<file path="src/rtl/clock_pkg.sv">
// Shared definitions for the calendar counters: adjust selectors, BCD month codes
// and two-digit BCD increment/decrement helpers.
package clock_pkg;

   typedef logic [7:0] bcd2_t;

   localparam logic [1:0] SEL_NONE = 2'b00;
   localparam logic [1:0] SEL_DAY  = 2'b01;
   localparam logic [1:0] SEL_MON  = 2'b10;

   localparam bcd2_t MON_JAN = 8'h01;
   localparam bcd2_t MON_FEB = 8'h02;
   localparam bcd2_t MON_MAR = 8'h03;
   localparam bcd2_t MON_APR = 8'h04;
   localparam bcd2_t MON_MAY = 8'h05;
   localparam bcd2_t MON_JUN = 8'h06;
   localparam bcd2_t MON_JUL = 8'h07;
   localparam bcd2_t MON_AUG = 8'h08;
   localparam bcd2_t MON_SEP = 8'h09;
   localparam bcd2_t MON_OCT = 8'h10;
   localparam bcd2_t MON_NOV = 8'h11;
   localparam bcd2_t MON_DEC = 8'h12;

   localparam bcd2_t DAY_FIRST = 8'h01;

   typedef enum logic [2:0] {
      ACT_HOLD,
      ACT_CARRY,
      ACT_DAY_UP,
      ACT_DAY_DN,
      ACT_MON_UP,
      ACT_MON_DN
   } act_e;

   function automatic bcd2_t bcd_inc(input bcd2_t v);
      if (v[3:0] == 4'd9) return {v[7:4] + 4'd1, 4'd0};
      else                return {v[7:4], v[3:0] + 4'd1};
   endfunction

   function automatic bcd2_t bcd_dec(input bcd2_t v);
      if (v[3:0] == 4'd0) return {v[7:4] - 4'd1, 4'd9};
      else                return {v[7:4], v[3:0] - 4'd1};
   endfunction

endpackage

</file>
<file path="src/rtl/month_len.sv">
// Last day of a BCD month as two BCD digits; February depends on leap_year.
module month_len
   import clock_pkg::*;
(
   input  logic [3:0] mon_ten,
   input  logic [3:0] mon_unit,
   input  logic       leap_year,
   output logic [3:0] last_ten,
   output logic [3:0] last_unit
);

   bcd2_t last;

   always_comb begin
      last = 8'h31;
      case ({mon_ten, mon_unit})
         MON_FEB:                           last = leap_year ? 8'h29 : 8'h28;
         MON_APR, MON_JUN, MON_SEP, MON_NOV: last = 8'h30;
         default:                           last = 8'h31;
      endcase
   end

   assign last_ten  = last[7:4];
   assign last_unit = last[3:0];

endmodule

</file>
<file path="src/rtl/count_date.sv">
// Day-of-month and month BCD counter: end-of-day carry, manual up/down adjust,
// and clamping of the day whenever it exceeds the month length.
module count_date
   import clock_pkg::*;
#(
   parameter int DIG_W = 4
) (
   input  logic             clk,
   input  logic             rst,
   input  logic             en_day,
   input  logic             leap_year,
   input  logic             up,
   input  logic             down,
   input  logic [1:0]       sel,
   output logic [DIG_W-1:0] day_unit,
   output logic [DIG_W-1:0] day_ten,
   output logic [DIG_W-1:0] mon_unit,
   output logic [DIG_W-1:0] mon_ten,
   output logic             en_yr
);

   logic [3:0] day_unit_q, day_unit_d;
   logic [3:0] day_ten_q, day_ten_d;
   logic [3:0] mon_unit_q, mon_unit_d;
   logic [3:0] mon_ten_q, mon_ten_d;

   bcd2_t day, mon, mon_adj, last, day_n, mon_n;
   logic [3:0] last_ten, last_unit;
   logic at_last;
   act_e act;

   assign day = {day_ten_q, day_unit_q};
   assign mon = {mon_ten_q, mon_unit_q};

   always_comb begin
      act = ACT_HOLD;
      if (en_day) begin
         act = ACT_CARRY;
      end else if (up ^ down) begin
         case (sel)
            SEL_DAY: act = up ? ACT_DAY_UP : ACT_DAY_DN;
            SEL_MON: act = up ? ACT_MON_UP : ACT_MON_DN;
            default: act = ACT_HOLD;
         endcase
      end
   end

   // The single month_len lookup sees the adjusted month during a month adjust,
   // so the same-edge clamp uses the new month's length.
   always_comb begin
      mon_adj = mon;
      if (act == ACT_MON_UP)      mon_adj = (mon == MON_DEC) ? MON_JAN : bcd_inc(mon);
      else if (act == ACT_MON_DN) mon_adj = (mon == MON_JAN) ? MON_DEC : bcd_dec(mon);
   end

   month_len u_month_len (
      .mon_ten   (mon_adj[7:4]),
      .mon_unit  (mon_adj[3:0]),
      .leap_year (leap_year),
      .last_ten  (last_ten),
      .last_unit (last_unit)
   );

   assign last    = {last_ten, last_unit};
   assign at_last = (day >= last);
   assign en_yr   = ~rst & en_day & at_last & (mon == MON_DEC);

   always_comb begin
      day_n = day;
      mon_n = mon_adj;
      case (act)
         ACT_CARRY: begin
            if (at_last) begin
               day_n = DAY_FIRST;
               mon_n = (mon == MON_DEC) ? MON_JAN : bcd_inc(mon);
            end else begin
               day_n = bcd_inc(day);
            end
         end
         ACT_DAY_UP: day_n = at_last ? DAY_FIRST : bcd_inc(day);
         ACT_DAY_DN: day_n = (day <= DAY_FIRST) ? last : bcd_dec(day);
         default:    if (day > last) day_n = last;
      endcase
      {day_ten_d, day_unit_d} = day_n;
      {mon_ten_d, mon_unit_d} = mon_n;
   end

   always_ff @(posedge clk) begin
      if (rst) begin
         day_ten_q  <= 4'd0;
         day_unit_q <= 4'd1;
         mon_ten_q  <= 4'd0;
         mon_unit_q <= 4'd1;
      end else begin
         day_ten_q  <= day_ten_d;
         day_unit_q <= day_unit_d;
         mon_ten_q  <= mon_ten_d;
         mon_unit_q <= mon_unit_d;
      end
   end

   assign day_unit = DIG_W'(day_unit_q);
   assign day_ten  = DIG_W'(day_ten_q);
   assign mon_unit = DIG_W'(mon_unit_q);
   assign mon_ten  = DIG_W'(mon_ten_q);

endmodule

</file>
<file path="config.mk">
export PLATFORM = sky130hd
export DESIGN_NAME = count_date
export DESIGN_NICKNAME = d
export VERILOG_FILES = /design/src/rtl/clock_pkg.sv /design/src/rtl/month_len.sv /design/src/rtl/count_date.sv
export SDC_FILE = /design/constraint.sdc
export NUM_CORES = 1
export LEC_CHECK = 0
export CORE_MARGIN = 5
export CORE_UTILIZATION = 53
export DETAILED_ROUTE_END_ITERATION = 10
export PLACE_DENSITY_LB_ADDON = 0.25
export SYNTH_ARGS = -nofsm -noshare
export SYNTH_HDL_FRONTEND = slang
export SYNTH_SLANG_ARGS = --single-unit
</file>
<file path="constraint.sdc">
create_clock -name clk -period 7.6 [get_ports clk]
set_input_delay 1.14 -clock clk [delete_from_list [all_inputs] [get_ports clk]]
set_output_delay 1.14 -clock clk [all_outputs]
set_load 0.02 [all_outputs]
</file>
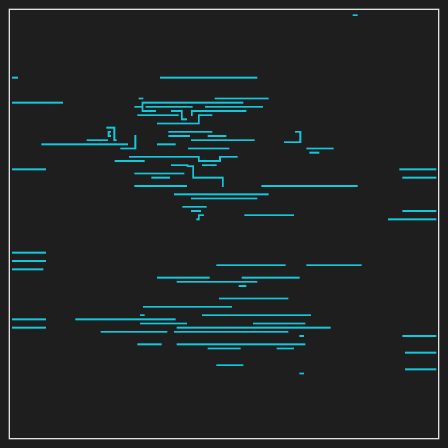
*Met3 routing, run 1*
share of all routed wire: 11%
main direction: horizontal
wire length on this layer: 567 um

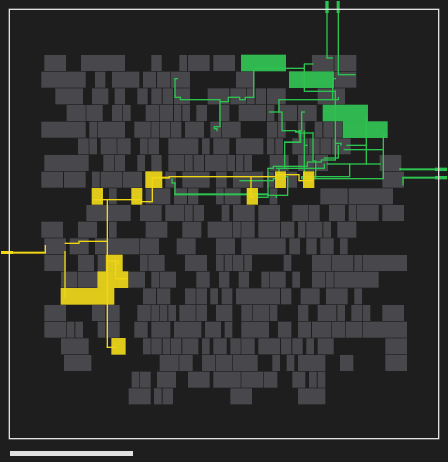
*Port wiring, run 1*
Scale bar: 20 um.
[day_ten] green | bits: 4 | direction: output | end cells: 4 | buffers: 4 | wire: 274 um
[en_day] yellow | bits: 1 | direction: input | end cells: 11 | buffers: 1 | wire: 99.3 um
number of top-level pins: 25
count of port buffers added during placement: 24

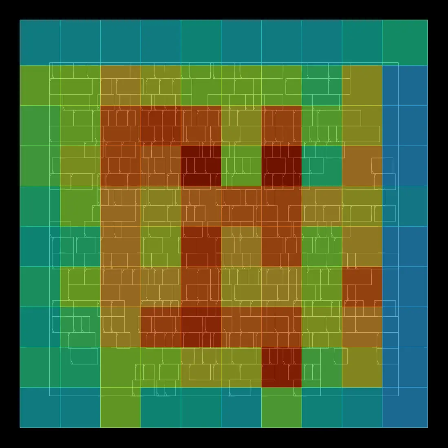
*Track usage over the die, run 1*
most heavily used metal layer in global routing: met2
met2 GRT Util: 31.0%
GR Util All Layers: 21.0%
fraction of the core area covered by cells at the end of the flow: 64.4%

==> run summary, run 1 <==
On the backend side, the flow ran end to end.

The number of core rows stands at 21. Entering global routing, the biggest net connects 22 pins. The cell area after layout stands at between 2000 and 2500 um2. By area, logic gates come first. The chip area in the Yosys report stands at 1900 um2. The chip height stands at 69.9 um. Setup repair after global routing left no endpoint under its margin. The number of maximum-capacitance constraint violations stands at 0. By instance count, the cell type seen most on the critical path is sky130_fd_sc_hd__nor2_1. The synthesized design spends more area on one cell type than any other, namely sky130_fd_sc_hd__dfxtp_1.

The average via count per standard cell stands at 6.57. The wire length recorded after detailed routing is 5240 um. 0 antenna diodes ended up in the layout.

The synthesized design contains 0 enable-type register cells. The post-synthesis average cell area stands at 7.09 um2. The post-layout net count stands at 306.

Sorting the synthesized cells by how often they occur yields sky130_fd_sc_hd__nor2_1, sky130_fd_sc_hd__nand2_1, sky130_fd_sc_hd__a21oi_1. Endpoints failing hold in the final report were tallied at 0. The worst setup path is launched from an input pin. The routed layout has 2167 vias.

The area taken by flip-flops and latches stands at 320 um2. Looking at the clock tree report, the root buffer type is sky130_fd_sc_hd__clkbuf_4. The later pin in the worst-skew pair is clocked with a latency of approximately 290 ps.

The non-clock buffer area fraction after layout stands at 11.9%. The area growth from synthesis to layout stands at 15.8%. The setup slack on the worst flop-to-flop path stands at 2580 ps. Across the placement rows, the number of tap cells is 46. The yosys synthesis warning count stands at 0. The multi-input combinational cell area stands at 1470 um2. The script computed a power per unit cell area of between 100 and 150 nW/um2.

Max fanout on the critical path was recorded as 6. The DRC violation total left in the routed layout is recorded as 0. The gate-level netlist out of Yosys references roughly 60 unique cell types.

The post-placement cell area stands at about 2200 um2. The number of pins exceeding their max-slew limit in the final report stands at 0. The total of clock buffers placed in the layout stands at 4. The OpenROAD report gives the critical path a required time of 6460 ps. The core utilization at floorplan stands at 55.6%. The number of buffers on the longest clock path stands at 2.

The clock sink count stands at 16. The number of clock buffers inserted by TritonCTS stands at 3. The buffering stage count on the worst path with inverters included stands at 4. Looking at the cell usage after synthesis, the top flip-flop cell is sky130_fd_sc_hd__dfxtp_1. The remaining global-route overflow stands at 0. The most common logic cells in the final layout are sky130_fd_sc_hd__nor2_1, sky130_fd_sc_hd__clkdlybuf4s50_1, sky130_fd_sc_hd__nand2_1. For reference, the top cells by area after synthesis are sky130_fd_sc_hd__dfxtp_1, sky130_fd_sc_hd__ha_1, sky130_fd_sc_hd__nor2_1.

The type recorded for the worst min-delay path is reg2reg. The non-clock inverter total of the final layout stands at 14. The register bit total from synthesis stands at 16. After layout, the setup clock skew is reported as between 1 and 1.5 ps. STA classifies the critical path endpoint as an output pin. Per the post-synthesis report, the nets total 289. The most common cell in the synthesized netlist is sky130_fd_sc_hd__nor2_1.

Summed over all cells, the static leakage comes to 0.826 nW. The logic share of the area stands at 66.8%. Sequential cells make up 14.6% of the cell area.

The count of fill cells added during filler insertion stands at 333. The final sequential cell count stands at 16. The final tally of setup violations stands at 0. The first global-routing pass estimated 8640 um of wire. The kind of cell with the highest combined delay along the critical path is simple AND/OR/NAND/NOR gates.

The number of antenna-violating nets in the routed design stands at 0. The run finished with clean final reports. The number of global-route vias before repair was 1877. The report lists the number of cells resized after CTS as 0. Once iteration 0 of detailed routing completed, the report listed 195 DRC markers. The horizontal die dimension reported for this design is about 70 um. The measured slew at the worst slew-check pin stands at 715 ps. TritonCTS built the clock tree. The shortest clock period the worst path allows after layout stands at 7210 ps.

The worst setup path is of the in2out kind. After synthesis, the share of flip-flops with an asynchronous set or reset is 0%. OpenROAD reports that the post-layout worst path occupies between 90% and 100% of the period. The critical path goes through clkdlybuf4s50_1 > inv_1 > ha_1 > nand2b_1 > or3_1 > a221o_1 > or4_4 > nor3_2 > inv_1 > nor2_1 > nor2_1 > ha_1 > or4b_2 > nand2_1 > nand2_1 > nand3_1 > a2111oi_1 > nor2_1 > nor3_1 > clkdlybuf4s50_1. The cell total in the yosys stat output stands at 268. The detailed-placement wirelength estimate stands at 3880 um. The congestion estimate from routability-driven global placement came to 0.988. The initial antenna violation count came to 0. Counting only logic cells after layout, the most numerous master is sky130_fd_sc_hd__nor2_1.

The chip occupies 4880 um2. The final total negative setup slack stands at 0 ps. TritonRoute output was used to compute an average wire per cell of between 15 and 20 um. The number of instances in the synthesized netlist stands at 268. The maximum ir drop on the vdd rail stands at 0.0000925 V.

On the critical path the data arrives at 6070 ps. The max-slew check reports its worst relative slack as 52.2%. The number of buffers inserted for hold repair after clock tree synthesis stands at 0. On the critical path, the stage with the largest delay is an instance of sky130_fd_sc_hd__or4b_2.

The maximum achievable frequency stands at 0.139 GHz. Of the cells placed in the final design, the portion with a size suffix greater than 1 is 6.34%. The OpenROAD warning count stands at 33. Looking at the clock tree report, the H-tree level count equals 1. The highest cell delay on the worst timing path stands at 640 ps. The combined area of all synthesized cells stands at around 1900 um2. The count of multi-input combinational gates stands at 223. Once the clock tree was built, the setup fixing pass inserted 0 buffers. The share of the synthesized area in the top cell type stands at 16.9%. The count of plain and timing-repair buffers stands at 27. The clock-pin slew on the worst setup and hold paths stands at 100 ps. After synthesis, flip-flops and latches occupy 16.9% of the total area.

The clock network area share stands at 1.65%. According to the floorplan report, the placeable core area is 3420 um2. The first detailed-routing pass ran for 5 iterations.
-- run 1: path summary, 6_finish.rpt --
check,from,endpoint,cells past startpoint
setup / recovery,sel[1],en_yr,20
setup reg to reg,mon_unit[2]$_SDFF_PP0_,day_unit[3]$_SDFFE_PP0P_,17
hold reg to reg,day_ten[3]$_SDFFE_PP0P_,day_ten[3]$_SDFFE_PP0P_,2
hold / removal,day_ten[3]$_SDFFE_PP0P_,day_ten[3]$_SDFFE_PP0P_,2
-- run 1: registers in the layout, indices dropped and copies added (netlist names) --
name and count:
day_unit 4, mon_unit 4, mon_ten 4, day_ten 4
-- run 1: cells by family after synthesis --
logic type                 count (synthesis)  synth area share (%)
AOI/OAI and AO/OA                         87                  30.7
xor gates and xnor gates                  10                  4.61
adders and majority gates                 14                  9.29
buffers and inverters                     29                  6.26
DFF                                       16                  16.9
muxes                                      4                  2.11
and+or+nand+nor                          108                  30.2
-- run 1: power breakdown --
part           leakage (nW)  internal (mW)  switching, mW
logic                 0.675         0.0397         0.0493
clock network        0.0210         0.0292         0.0305
registers             0.130         0.0880         0.0127
-- run 1: stage by stage --
stage	cells	worst slack, ps	hold WS (ps)	power [mW]	utilization, %
finish	330	392	558	0.249	64.4
CTS	330	357	558	0.248	64.1
detailed placement	326	381	539	0.188	63.0
floorplan	268	1350	593	0.162	-
global route	330	74.3	603	0.264	64.4
global placement	326	522	537	0.187	63.0
-- run 1: layer usage --
metal | GRT usage (%) | wire, um | vias to the layer above
met1 | 29.5 | 2310 | 983
li1 | - | - | 1031
met2 | 31.0 | 2270 | 143
met4 | 6.81 | 88 | 0
met3 | 5.74 | 567 | 10
met5 | 0 | 0 | -
--- run 2 (diff from run 1) ---
--- a/config.mk
+++ b/config.mk
@@ -7,7 +7,9 @@
 export LEC_CHECK = 0
 export CORE_MARGIN = 5
 export CORE_UTILIZATION = 53
+export CTS_BUF_LIST = sky130_fd_sc_hd__clkbuf_8
 export DETAILED_ROUTE_END_ITERATION = 10
+export GPL_ROUTABILITY_DRIVEN = 0
 export PLACE_DENSITY_LB_ADDON = 0.25
 export SYNTH_ARGS = -nofsm -noshare
 export SYNTH_HDL_FRONTEND = slang
==> run 2 against run 1 <==
Net effect:
- die size did not move
- critical path type unchanged
- clock power is 33% higher
- utilization is 0.55 points higher
- cell count stayed put
- via count decreased by 1.5%
- design area up 0.85%
- routed wire length is 1.6% higher
- synthesized cell count unchanged
- fmax decreased by 0.22%
- combinational power about the same
- clock skew grew 5.9 ps
==> run summary, run 2 <==
On the backend side, the flow ran end to end.

The share of flip-flops with an asynchronous set or reset after synthesis stands at 0% (unchanged). The synthesis report lists the most area-consuming cells as sky130_fd_sc_hd__dfxtp_1, sky130_fd_sc_hd__ha_1, sky130_fd_sc_hd__nor2_1. The met2 wire length stands at 2310 um (+1.5%). The chip height stands at 69.9 um (unchanged). The post-layout net count was 306 (unchanged).

The wire length of the first global-routing pass came to 8760 um (+1.4%). The final tally of setup violations stands at 0 (unchanged). Looking at the setup timing report, the critical path kind is in2out. The number of instances in the synthesized netlist came to 268 (unchanged).

The average via count per standard cell stands at 6.47 (-1.5%). The power after layout came to 0.270 mW (+8.1%). The highest cell delay on the worst timing path stands at 650 ps (about the same). The number of instances in the placed design came to 326 (unchanged).

The worst setup margin was 376 ps (-15.9 ps). The core footprint came to 3420 um2 (unchanged). The detailed route wirelength on metal3 was 503 um (-11%).

sky130_fd_sc_hd__dfxtp_1 takes more of the synthesized area than any other cell. The maximum ir drop on the vdd rail stands at 0.0000955 V (+3.2%). The detailed-placement wirelength estimate is 3900 um (+0.51%).

The number of distinct library cells after synthesis came to 60 (unchanged). The number of diodes stands at 0 (unchanged). Setup repair after global routing left no endpoint under its margin. The top-level I/O count stands at 25 (unchanged). Per STA, the worst path is made up of clkdlybuf4s50_1 > inv_1 > ha_1 > nand2b_1 > or3_1 > a221o_1 > or4_4 > nor3_2 > inv_1 > nor2_1 > nor2_1 > ha_1 > or4b_2 > nand2_1 > nand2_1 > nand3_1 > a2111oi_1 > nor2_1 > nor3_1 > clkdlybuf4s50_1.

The worst path arrival time stands at 6080 ps (about the same). The number of antenna-violating nets in the routed design is 0 (unchanged). The wire length on met1 came to 2410 um (+3.9%). The number of buffers on the longest clock path stands at 2 (unchanged). The count of fill cells added during filler insertion stands at 331 (-0.60%).

The run finished with clean final reports. The number of endpoints with negative hold slack in the final report stands at 0 (unchanged). The violation count after the first detailed-routing iteration came to 262 (+34%).

The number of setup buffers added after CTS stands at 0 (unchanged). The number of buffers added on ports is 24 (unchanged). The final clock skew was 7.01 ps (+5.93 ps).

The shortest clock period the worst path allows after layout stands at 7220 ps (+15.9 ps). STA classifies the critical path startpoint as an input pin. The critical-path maximum fanout stands at 6 (unchanged). The post-synthesis sequential area ratio stands at 16.9% (unchanged).

The share of the synthesized area in the top cell type stands at 16.9% (unchanged). The yosys synthesis warning count stands at 0 (unchanged). The remaining global-route overflow stands at 0 (unchanged). The combined area of all synthesized cells is 1900 um2 (unchanged).

The required arrival time at the worst endpoint stands at 6460 ps (about the same). The number of global-route vias before repair stands at 1854 (-1.2%). The area growth from synthesis to layout stands at 16.8%. The initial antenna violation count stands at 0 (unchanged). The overall routing resource usage came to 21.4% (+0.35 points). STA reports the tightest min-delay check as being of type reg2reg. The measured slew at the worst slew-check pin stands at 675 ps (-39.9 ps). STA classifies the critical path endpoint as an output pin. The OpenROAD warning count stands at 33 (unchanged). The number of clock buffers inserted by TritonCTS stands at 3 (unchanged). The post-synth tally of flip-flops with integrated enable stands at 0 (unchanged). The synthesized netlist net count stands at 289 (unchanged). The remaining max-slew budget at the tightest pin stands at 54.8% (+2.7 points). The pin count of the biggest net entering global routing stands at 22 (unchanged). The number of maximum-capacitance constraint violations came to 0 (unchanged). The post-synthesis average cell area is 7.09 um2 (unchanged). In the post-synthesis netlist, the cell with the most instances is sky130_fd_sc_hd__nor2_1. By instance count after routing, the leading logic cell types are sky130_fd_sc_hd__nor2_1, sky130_fd_sc_hd__clkdlybuf4s50_1, sky130_fd_sc_hd__nand2_1. The commonest register cell is sky130_fd_sc_hd__dfxtp_1. The clock latency on the worst-skew pair came to 260 ps (-30 ps).

The library cell used most frequently in the layout, excluding fill and tap cells, is sky130_fd_sc_hd__nor2_1. The register bit total from synthesis stands at 16 (unchanged). The number of pins exceeding their max-slew limit in the final report came to 0 (unchanged). The final wirelength stands at 5320 um (+1.6%).

The cell sitting at the root of the clock tree is a sky130_fd_sc_hd__clkbuf_8. The clock sink count stands at 16 (unchanged). The remaining design rule violation count stands at 0 (unchanged). Looking at the critical path, the single cell with the biggest stage delay is sky130_fd_sc_hd__or4b_2. The first-pass iteration count of the detailed router stands at 7 (+2). The cell total in the yosys stat output stands at 268 (unchanged). The maximum achievable frequency stands at 0.138 GHz (-0.22%). The width of the die was 69.9 um (unchanged).

The kind of cell with the highest combined delay along the critical path is simple AND/OR/NAND/NOR gates. The die footprint was 4880 um2 (unchanged). The smallest hold slack stands at 559 ps (+1.36 ps). The number of core rows stands at 21 (unchanged). The buffering stage count on the worst path with inverters included stands at 4 (unchanged). The power density of the placed cells was 122 nW/um2 (+7.1%). The final period utilization stands at 95.1% (+0.21 points).
run 2: per-stage QoR:
| stage | cell area (um2) | utilization (%) |
|---|---|---|
| after floorplan | 1900 | - |
| after global placement | 2150 | 63.0 |
| after CTS | 2210 | 64.7 |
| after detailed placement | 2150 | 63.0 |
| final | 2220 | 64.9 |
| after global routing | 2220 | 64.9 |
run 2: final cells by class:
class                           instances  area, um2  share of cell area (%)
Tap cell                               46       57.6                    2.59
Sequential cell                        16        320                    14.4
Multi-Input combinational cell        223       1470                    66.3
Clock buffer                            4       55.1                    2.48
Timing Repair Buffer                   27        263                    11.8
Inverter                               14       52.6                    2.37
run 2: where the power goes:
part           switching [mW]  internal [mW]
Combinational          0.0494         0.0397
Sequential             0.0128         0.0881
Clock                  0.0334         0.0461
Total                  0.0956          0.174
run 2: worst paths after layout:
| check | slack, ps | startpoint | to | cells past startpoint |
|---|---|---|---|---|
| worst min-delay path | 560 | day_ten[3]$_SDFFE_PP0P_ | day_ten[3]$_SDFFE_PP0P_ | 2 |
| worst max-delay path | 380 | sel[1] | en_yr | 20 |
| worst max register to register | 2490 | mon_unit[2]$_SDFF_PP0_ | day_ten[0]$_SDFFE_PP0P_ | 17 |
| worst min register to register | 560 | day_ten[3]$_SDFFE_PP0P_ | day_ten[3]$_SDFFE_PP0P_ | 2 |
run 2: repair_timing:
item / 4_1_cts / 5_1_grt
endpoints found under the setup margin: 0 / 1
resized: 0 / 2
hold buffers: 0 / 0
run 2: cells by family after synthesis:
family | share of synthesized area [%]
simple gates | 30.2
compound gates | 30.7
buf+inv | 6.26
flops | 16.9
fa+ha+maj | 9.29
xor+xnor | 4.61
mux | 2.11
run 2: metal layers:
layer	global-route usage, %	vias up
li1	-	1022
met1	31.0	973
met2	32.1	120
met3	4.16	19
met4	5.74	0
met5	0	-
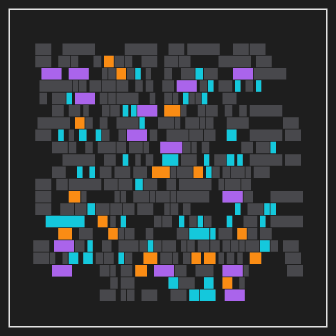
*Logic cells by family, run 2*
[fa/ha/maj cells] purple | cells: 14 | most used: ha_1
[and/or cells] orange | cells: 17
[nor cells] cyan | cells: 47 | most used: nor2_1

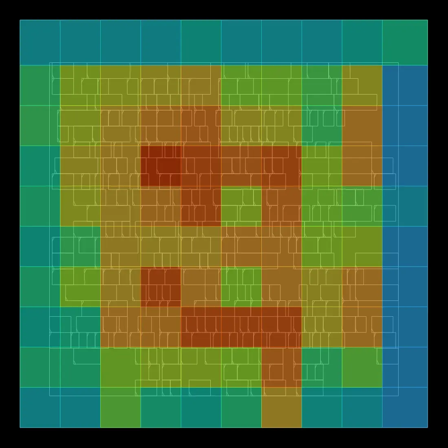
*Track usage over the die, run 2*
average wire length per cell after detail routing: 16.1 um
global-route track usage on met1: 31.0%
GR Layer Usage met3: 4.16%

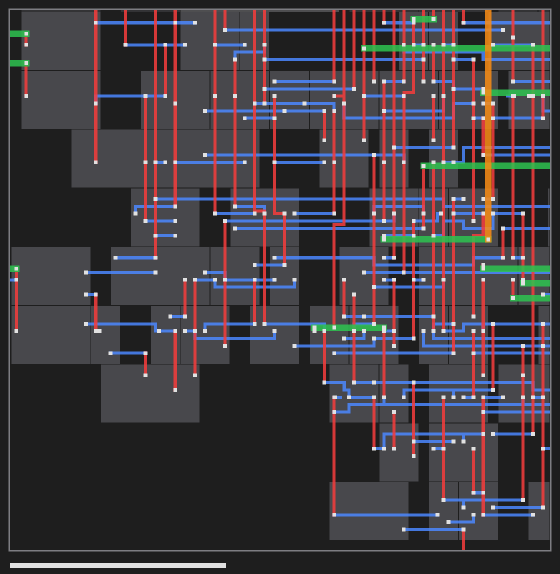
*Close-up of the layout, run 2*
Scale bar: 10 um. Region (5, 5) to (30, 30) um. Cells in gray, sequential cells in the stronger gray; small squares are vias.
[M1] blue
[M4] orange
[M2] red
[M3] green
cells with their middle in the window: 49
sequential cells in the window: 0
most frequent: nand2_1 (6), clkdlybuf4s50_1 (5)

--- run 3 (diff from run 2) ---
--- a/config.mk
+++ b/config.mk
@@ -11,6 +11,7 @@
 export DETAILED_ROUTE_END_ITERATION = 10
 export GPL_ROUTABILITY_DRIVEN = 0
 export PLACE_DENSITY_LB_ADDON = 0.25
+export RECOVER_POWER = 100
 export SYNTH_ARGS = -nofsm -noshare
 export SYNTH_HDL_FRONTEND = slang
 export SYNTH_SLANG_ARGS = --single-unit
==> constraint.sdc (replaced) <==
create_clock -name clk -period 8.9 [get_ports clk]
set_input_delay 1.335 -clock clk [delete_from_list [all_inputs] [get_ports clk]]
set_output_delay 1.335 -clock clk [all_outputs]
set_load 0.02 [all_outputs]
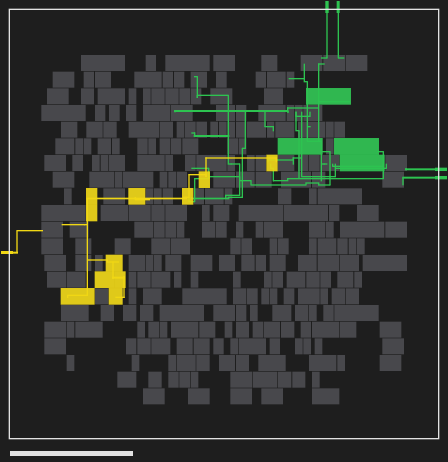
*Port wiring, run 3*
Scale bar: 20 um.
[en_day] yellow | bits: 1 | direction: input | end cells: 11 | buffers: 1 | wire: 88.7 um
[day_ten] green | bits: 4 | direction: output | end cells: 4 | buffers: 4 | wire: 288 um

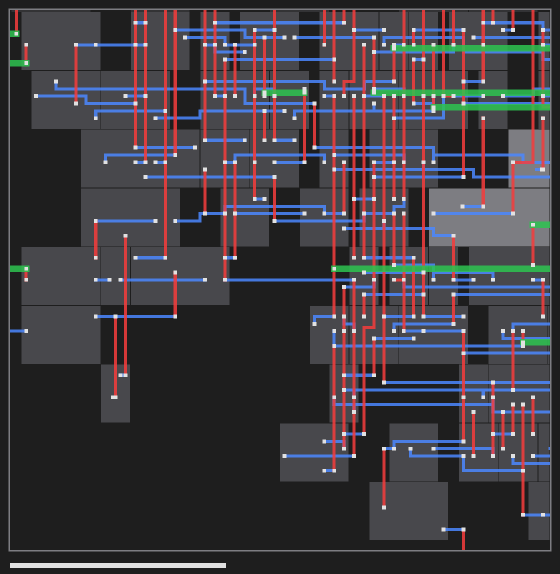
*Close-up of the layout, run 3*
Scale bar: 10 um. Region (5, 5) to (30, 30) um. Cells in gray, sequential cells in the stronger gray; small squares are vias.
[M2] red
[M3] green
[M1] blue
cells with their middle in the window: 47
most frequent: nor2_1 (5), nand2_1 (5)
netlist names of flops here include: mon_unit (1)
sequential cells in the window: 1

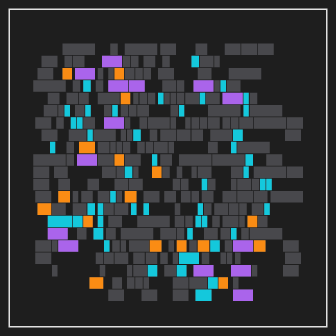
*Logic cells by family, run 3*
[nor cells] cyan | cells: 47 | most used: nor2_1
[and/or cells] orange | cells: 17 | most used: or4_1
[fa/ha/maj cells] purple | cells: 14 | most used: ha_1
most common cell after layout, fill and taps aside: sky130_fd_sc_hd__nor2_1
count of placed standard cells in the final layout, fillers left out: 329

==> run 3 against run 2 <==
Net effect:
- global-route usage is 1.1 points lower
- worst hold slack worse by 1.1 ps
- clock skew up 2.1 ps
- via count decreased by 1.9%
- critical endpoint unchanged
- largest cell class unchanged
==> run summary, run 3 <==
On the backend side, the flow ran end to end.

The number of antenna-violating nets in the routed design is 0 (unchanged). The remaining max-slew budget at the tightest pin is 53.7% (-1.2 points). The required arrival time at the worst endpoint came to 7570 ps (+1110 ps). The tree is rooted in a sky130_fd_sc_hd__clkbuf_8. The final tally of setup violations stands at 0 (unchanged).

The smallest hold slack was 558 ps (-1.06 ps). The number of buffers added on ports stands at 24 (unchanged). The die footprint was 4880 um2 (unchanged). The post-layout net count stands at 305 (-0.33%). The detailed-placement wirelength estimate stands at 3760 um (-3.6%). The highest cell delay on the worst timing path stands at 680 ps (+30 ps).

The overall routing resource usage was 20.2% (-1.1 points). The share of flip-flops with an asynchronous set or reset after synthesis came to 0% (unchanged). The area growth from synthesis to layout stands at 15.0%. The clock-pin slew on the worst setup and hold paths stands at roughly 60 ps. The met3 usage stands at 4.73% (+0.57 points). The number of buffers on the longest clock path stands at 2 (unchanged). The power share of the combinational group was 31.9% (-1.2 points). The yosys synthesis warning count stands at 0 (unchanged). The final wirelength came to 5040 um (-5.4%). The combined area of all synthesized cells stands at 1900 um2 (unchanged). Looking at area per cell type in the netlist, the leader is sky130_fd_sc_hd__dfxtp_1. The number of core rows stands at 21 (unchanged).

The top-level I/O count stands at 25 (unchanged). The worst path arrival time stands at 6820 ps (+740 ps). The OpenROAD warning count is 33 (unchanged). The fraction of power spent switching nets came to 35.2% (-0.29 points). Looking at the global route congestion table, the highest-usage layer is met1. The count of fill cells added during filler insertion was 308 (-6.9%). The clock sink count stands at 16 (unchanged). STA classifies the critical path startpoint as an input pin. Setup repair after global routing left no endpoint under its margin.

The post-placement cell area stands at 2150 um2 (-0.35%). The wire length on met1 stands at 2350 um (-2.2%). The number of instances resized during post-cts repair was 0 (unchanged). The measured slew at the worst slew-check pin stands at 693 ps (+17.6 ps). The met2 layer usage reported by global route is 29.7% (-2.4 points). The number of clock buffers inserted by TritonCTS came to 3 (unchanged). The critical-path maximum fanout came to 12 (+6). The cell area after layout stands at 2180 um2 (-1.5%). The post-synthesis average cell area stands at 7.09 um2 (unchanged). The post-synthesis sequential area ratio was 16.9% (unchanged).

The pin count of the biggest net entering global routing stands at 22 (unchanged). The register bit total from synthesis came to 16 (unchanged). The number of maximum-capacitance constraint violations was 0 (unchanged). The detailed route wirelength on metal3 is 438 um (-13%). The wire length of the first global-routing pass stands at 8370 um (-4.4%). The number of buffers inserted for hold repair after clock tree synthesis is 0 (unchanged).

The power share of the clock group stands at 29.9% (+0.4 points). The average via count per standard cell stands at 6.36 (-1.6%). The number of instances in the placed design stands at 325 (-0.31%).

The mean routed wirelength per cell stands at 15.3 um (-5.1%). The met2 wire length stands at 2160 um (-6.4%). The power after layout is 0.225 mW (-17%). The number of instances in the synthesized netlist stands at 268 (unchanged).

The core footprint was 3420 um2 (unchanged). The remaining design rule violation count stands at 0 (unchanged). The synthesized netlist net count stands at 289 (unchanged). The chip height is 69.9 um (unchanged). The maximum ir drop on the vdd rail stands at 0.0000926 V (-3.0%). The most common cell in the synthesized netlist is sky130_fd_sc_hd__nor2_1.

Ranked by total cell area, the synthesized netlist is headed by sky130_fd_sc_hd__dfxtp_1, sky130_fd_sc_hd__ha_1, sky130_fd_sc_hd__nor2_1. The number of endpoints with negative hold slack in the final report came to 0 (unchanged). The post-synth tally of flip-flops with integrated enable stands at 0 (unchanged). The share of the synthesized area in the top cell type was 16.9% (unchanged). The width of the die was 69.9 um (unchanged). The initial antenna violation count stands at 0 (unchanged). The power share of the sequential group is 38.2% (+0.8 points). The violation count after the first detailed-routing iteration stands at 246 (-6.1%). The remaining global-route overflow stands at 0 (unchanged). The internal power was 0.146 mW (-16%). The flow ran to the end, and the final reports show no timing, DRC or antenna violations.

Per the final layout report, the fraction of cells sized above drive strength 1 comes to ~4.6%. The first-pass iteration count of the detailed router is 5 (-2). The synthesis report names the predominant flop master as sky130_fd_sc_hd__dfxtp_1. The power density of the placed cells is 103 nW/um2 (-15%). Checking hold timing, the worst path is listed with class reg2reg. The met1 track demand over resource stands at 29.9% (-1.1 points). The number of global-route vias before repair stands at 1795 (-3.2%). The cell total in the yosys stat output was 268 (unchanged).

The number of setup buffers added after CTS came to 0 (unchanged). Based on the critical path, the design can be clocked at up to 0.123 GHz. Counting I/O delays and the setup requirement, the final critical path takes 8150 ps.

The report lists the cells along the critical path as dlygate4sd3_1 > inv_1 > ha_1 > nand2b_1 > nor3_1 > a31oi_1 > a22o_1 > or4_1 > nor3_1 > inv_1 > nor2_1 > nor2_1 > ha_1 > or4b_2 > nand2_1 > nand2_1 > nand3_1 > a2111oi_0 > nor2_1 > buf_4 > nor3_1 > dlygate4sd3_1. In the layout the commonest cells are sky130_fd_sc_hd__nor2_1, sky130_fd_sc_hd__nand2_1, sky130_fd_sc_hd__a21oi_1. STA classifies the critical path endpoint as an output pin.
[run 3: cell counts after synthesis]
Identical to the previous run, type by type.
[run 3: logic make-up (layout without fill, tap and decap cells)]
logic type	after synthesis	in the layout	share of synthesized area, %
and+or+nand+nor	108	108	30.2
AOI/OAI and AO/OA	87	87	30.7
buffers and inverters	29	44	6.26
DFF	16	16	16.9
adders and majority gates	14	14	9.29
xor gates and xnor gates	10	10	4.61
muxes	4	4	2.11
[run 3: power by group through the flow]
stage                     Clock, mW  Sequential (mW)  Combinational, mW
final                        0.0672           0.0859             0.0718
after global routing         0.0720           0.0870             0.0787
after CTS                    0.0686           0.0857             0.0732
after detailed placement          0           0.0873             0.0724
after global placement            0           0.0873             0.0716
after floorplan                   0           0.0851             0.0528
[run 3: final timing paths]
| kind | start | end | slack [ps] | cells after the start |
|---|---|---|---|---|
| hold / removal | day_ten[3]$_SDFFE_PP0P_ | day_ten[3]$_SDFFE_PP0P_ | 560 | 2 |
| setup reg to reg | mon_unit[2]$_SDFF_PP0_ | day_ten[1]$_SDFFE_PP0P_ | 3520 | 17 |
| setup / recovery | sel[1] | en_yr | 750 | 22 |
| hold reg to reg | day_ten[3]$_SDFFE_PP0P_ | day_ten[3]$_SDFFE_PP0P_ | 560 | 2 |
[run 3: final cells by class]
type / count / area [um2] / share of cell area (%)
Multi-Input combinational cell: 223 / 1440 / 66.1
Sequential cell: 16 / 320 / 14.7
Timing Repair Buffer: 26 / 255 / 11.7
Tap cell: 46 / 57.6 / 2.63
Clock buffer: 4 / 55.1 / 2.52
Inverter: 14 / 52.6 / 2.41
[run 3: critical path, delay by kind of cell]
kind,cells,cell delay [ps]
AND/OR/NAND/NOR,12,2790
AND-OR/OR-AND,3,580
buffers and inverters,5,1610
adder cells (fa/ha/maj),2,490
No activity file was given, so power comes from the tool's default toggle rates.
